### config.mk
export PLATFORM = sky130hd
export DESIGN_NAME = drive_cmd_encoder
export DESIGN_NICKNAME = d
export VERILOG_FILES = /design/src/rtl/drive_cmd_encoder.sv
export SDC_FILE = /design/constraint.sdc
export NUM_CORES = 1
export LEC_CHECK = 0
export CORE_UTILIZATION = 30
export CTS_CLUSTER_DIAMETER = 50
export CTS_CLUSTER_SIZE = 25
export DETAILED_ROUTE_END_ITERATION = 6
export GPL_ROUTABILITY_DRIVEN = 0
export RECOVER_POWER = 25
export SYNTH_ARGS = -nofsm -noshare
export SYNTH_HDL_FRONTEND = slang
export SYNTH_SLANG_ARGS = --single-unit
### constraint.sdc
create_clock -name clk -period 4.6 [get_ports clk]
set_input_delay 0.46 -clock clk [delete_from_list [all_inputs] [get_ports clk]]
set_output_delay 0.46 -clock clk [all_outputs]
set_load 0.01 [all_outputs]
### src/rtl/drive_cmd_encoder.sv
// Driver push-button front end for the rear-light controller: synchronises and
// debounces five active-low keys and runs the driving-mode FSM that drives state_out.
module drive_cmd_encoder #(
  parameter int DEBOUNCE_CYCLES = 1_000_000,
  parameter int TURN_TIMEOUT    = 500_000_000,
  parameter int DB_W            = 20,
  parameter int TO_W            = 29
) (
  input  logic       clk,
  input  logic       rst,
  input  logic [4:0] key_n,
  output logic [3:0] state_out,
  output logic       mode_chg,
  output logic [4:0] key_stable_n
);

  localparam int NK      = 5;
  localparam int K_STOP  = 0;
  localparam int K_GO    = 1;
  localparam int K_LEFT  = 2;
  localparam int K_RIGHT = 3;
  localparam int K_BACK  = 4;

  localparam logic [DB_W-1:0] DB_LAST = DB_W'(DEBOUNCE_CYCLES - 1);
  localparam logic [TO_W-1:0] TO_LAST = TO_W'(TURN_TIMEOUT - 1);

  // State encodings are the rear-light mode codes, so state_out is the register itself.
  typedef enum logic [3:0] {
    ST_STOP  = 4'b1111,
    ST_GO    = 4'b1110,
    ST_LEFT  = 4'b1101,
    ST_RIGHT = 4'b1011,
    ST_BACK  = 4'b0111
  } mode_e;

  typedef enum logic [2:0] {
    EV_NONE,
    EV_STOP,
    EV_BACK,
    EV_GO,
    EV_LEFT,
    EV_RIGHT
  } event_e;

  logic [NK-1:0] sync1_n;
  logic [NK-1:0] sync2_n;
  logic [NK-1:0] stable_n;
  logic [NK-1:0] stable_d_n;
  logic [NK-1:0] press;
  logic [DB_W-1:0] db_cnt [NK];

  event_e          ev;
  mode_e           state_q;
  mode_e           state_d;
  mode_e           base_state;
  logic            base_go_q;
  logic            base_go_d;
  logic [TO_W-1:0] to_cnt_q;
  logic [TO_W-1:0] to_cnt_d;
  logic            in_turn;

  always_ff @(posedge clk or posedge rst) begin
    if (rst) begin
      sync1_n <= '1;
      sync2_n <= '1;
    end else begin
      // NOTE: non-blocking so each stage takes the previous stage's old value; a
      // blocking chain would collapse the two-flop synchroniser into one flop.
      sync1_n <= key_n;
      sync2_n <= sync1_n;
    end
  end

  always_ff @(posedge clk or posedge rst) begin
    if (rst) begin
      // NOTE: the per-key counter array is ordinary flops, so it is reset like any
      // other register; a true RAM array would not be given a reset.
      for (int i = 0; i < NK; i++) begin
        db_cnt[i] <= '0;
      end
      stable_n   <= '1;
      stable_d_n <= '1;
    end else begin
      stable_d_n <= stable_n;
      for (int i = 0; i < NK; i++) begin
        if (sync2_n[i] != stable_n[i]) begin
          if (db_cnt[i] == DB_LAST) begin
            stable_n[i] <= sync2_n[i];
            db_cnt[i]   <= '0;
          end else begin
            db_cnt[i] <= db_cnt[i] + DB_W'(1);
          end
        end else begin
          db_cnt[i] <= '0;
        end
      end
    end
  end

  // A press is a debounced 1->0 edge; releases are deliberately ignored.
  assign press = stable_d_n & ~stable_n;

  always_comb begin
    ev = EV_NONE;
    if      (press[K_STOP])  ev = EV_STOP;
    else if (press[K_BACK])  ev = EV_BACK;
    else if (press[K_GO])    ev = EV_GO;
    else if (press[K_LEFT])  ev = EV_LEFT;
    else if (press[K_RIGHT]) ev = EV_RIGHT;
  end

  assign base_state = base_go_q ? ST_GO : ST_STOP;
  assign in_turn    = (state_q == ST_LEFT) || (state_q == ST_RIGHT);

  always_comb begin
    // NOTE: every signal driven here gets a default first, so no path can leave
    // one unassigned and infer a latch.
    state_d   = state_q;
    base_go_d = base_go_q;
    to_cnt_d  = '0;

    case (ev)
      EV_STOP: begin
        state_d   = ST_STOP;
        base_go_d = 1'b0;
      end
      EV_BACK: begin
        case (state_q)
          ST_STOP: state_d = ST_BACK;
          ST_BACK: state_d = ST_BACK;
          default: begin
            state_d   = ST_STOP;
            base_go_d = 1'b0;
          end
        endcase
      end
      EV_GO: begin
        case (state_q)
          ST_GO:   state_d = ST_GO;
          ST_BACK: state_d = ST_STOP;  // reversing must pass through STOP
          default: begin
            state_d   = ST_GO;
            base_go_d = 1'b1;
          end
        endcase
      end
      EV_LEFT: begin
        case (state_q)
          ST_BACK: state_d = ST_BACK;
          ST_LEFT: state_d = base_state;
          default: state_d = ST_LEFT;
        endcase
      end
      EV_RIGHT: begin
        case (state_q)
          ST_BACK:  state_d = ST_BACK;
          ST_RIGHT: state_d = base_state;
          default:  state_d = ST_RIGHT;
        endcase
      end
      default: begin
        if (in_turn && (to_cnt_q == TO_LAST)) begin
          state_d = base_state;
        end
      end
    endcase

    // Entering or swapping turn direction restarts the timeout from zero.
    if (((state_d == ST_LEFT) || (state_d == ST_RIGHT)) && (state_d == state_q)) begin
      to_cnt_d = to_cnt_q + TO_W'(1);
    end
  end

  always_ff @(posedge clk or posedge rst) begin
    if (rst) begin
      state_q   <= ST_STOP;
      base_go_q <= 1'b0;
      to_cnt_q  <= '0;
      mode_chg  <= 1'b0;
    end else begin
      state_q   <= state_d;
      base_go_q <= base_go_d;
      to_cnt_q  <= to_cnt_d;
      mode_chg  <= (state_d != state_q);
    end
  end

  assign state_out    = state_q;
  assign key_stable_n = stable_n;

endmodule
Register map, names as in the netlist:
Scale bar: 50 um. Other sequential cells in the stronger grey, the rest of the logic in the fainter grey.
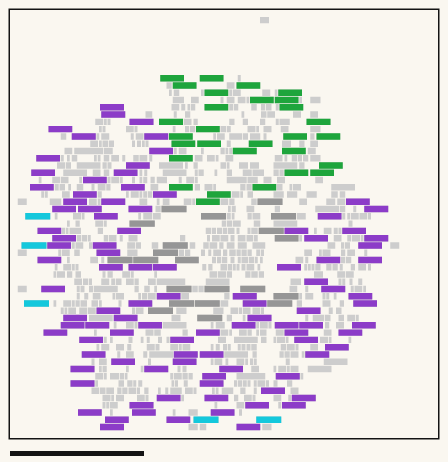
legend:
  to_cnt_q:
    colour: green
    flops: 29
  sync1_n:
    colour: cyan
    flops: 5
  db_cnt:
    colour: purple
    flops: 100
Seq group: 1.39 mW
area taken by flip-flops and latches: 3910 sq um
sequential cell area share: 45.4%

Metal layers overlaid:
Scale bar: 50 um.
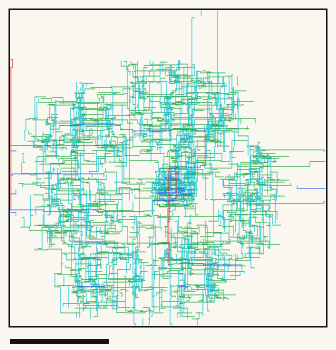
legend:
  M2:
    colour: cyan
    wire_length: 6530 um
  M1:
    colour: green
    wire_length: 6880 um
  M4:
    colour: red
    wire_length: 158 um
  M3:
    colour: blue
    wire_length: 535 um

state kept, by name, summed over array words and instances, names as in the netlist:
name,flops
key_stable_n,5
mode_chg,1
to_cnt_q,29
base_go_q,1
db_cnt,100
stable_d_n,5
state_out,4
sync1_n,5
sync2_n,5
critical path: stages, from the launching register on:
cell and delay, ps:
dfstp_1 610, nand2b_1 290, o2111ai_1 320, a41oi_1 310
nand3_1 160, xnor2_1 170, or4b_4 740, nor2_1 190
final cells by class:
class	count	share of cell area (%)
clock buffer	17	4.94
clock inverter	15	2.21
inverter	15	0.697
multi-input combinational	564	40.1
sequential	155	45.4
tap	324	4.70
timing repair buffer	18	2.03
layer usage:
metal,wire [um],GRT usage [%],up-vias
li1,-,-,2590
met1,6880,15.9,2587
met2,6530,19.2,75
met3,534,3.69,10
met4,158,3.81,0
met5,0,0,-
worst max path at each step:
stage,startpoint,to,cells past startpoint
4_1_cts,key_stable_n[4]$_DFFE_PP1P_,to_cnt_q[13]$_DFF_PP0_,7
3_5_place_dp,key_stable_n[4]$_DFFE_PP1P_,to_cnt_q[5]$_DFF_PP0_,7
2_1_floorplan,rst,base_go_q$_DFFE_PP0P_,1
5_1_grt,key_stable_n[3]$_DFFE_PP1P_,to_cnt_q[6]$_DFF_PP0_,7
3_3_place_gp,key_stable_n[4]$_DFFE_PP1P_,to_cnt_q[14]$_DFF_PP0_,7
6_report,key_stable_n[4]$_DFFE_PP1P_,to_cnt_q[16]$_DFF_PP0_,7
per-stage QoR:
stage / hold slack [ps] / total power [mW] / setup slack [ps] / instances
floorplan: 345 / 1.47 / 1.56 / 751
CTS: 374 / 2.96 / 1790 / 1108
finish: 375 / 2.91 / 1730 / 1108
global placement: 360 / 1.49 / 1860 / 1076
global route: 386 / 3.02 / 1480 / 1108
detailed placement: 363 / 1.49 / 1790 / 1076
==> notes.md <==
The flow run is done. CTS buffer count landed at 17. Initial detailed-routing violation count landed at 317. Count of antenna-violating nets left after detailed routing landed at 0. Setup repair after global routing left no endpoint under its margin. Width of the chip landed at 160 um.

The number of maximum-capacitance violations recorded for the run is 1. Of the synthesized area, sequential elements account for 52.1%. Global-route wire length before repair landed at 25600 um.

In the final report, the number of pins over their slew limit comes to 109. Proportion of synthesized flip-flops having asynchronous set or reset landed at 100%. Depth of the worst register-to-register path landed at 7. Total setup buffers inserted after CTS landed at 0. Post-synth the commonest register cell is dfrtp_1.

In this run the worst path has a maximum fanout of 29. Final-stage net count landed at 784. Worst max-slew margin expressed relative to the limit landed at -51.3%.

Number of resized instances in the post-cts repair step landed at 0. Compared with the post-synthesis result, the final layout area differs by 14.8%. Quantity of I/O buffers inserted on ports landed at 16.

On the reported timing paths, the clock transition at the registers reads 70 ps. Leakage power landed at 3.42 nW. The final reports fail on capacitance limit, slew limit. Die boundary height landed at 160 um. The logs give a warning total of 28.

The flow ran to the end, but the final reports show violations. Note, the detailed placer reported a final HPWL of 9420 um. The worst register-to-register path begins at key_stable_n[4]$_DFFE_PP1P_. Routed length per placed instance landed at 12.7 um. Clock tree skew after final layout landed at 7.49 ps. Simple-gate share of the synthesized area landed at 26.7%. During synthesis, Yosys emitted a total of 0 warnings. Netlist area before placement landed at 7510 sq um. Final-report setup violation count landed at 0.
Power and IR drop assume default switching activity.
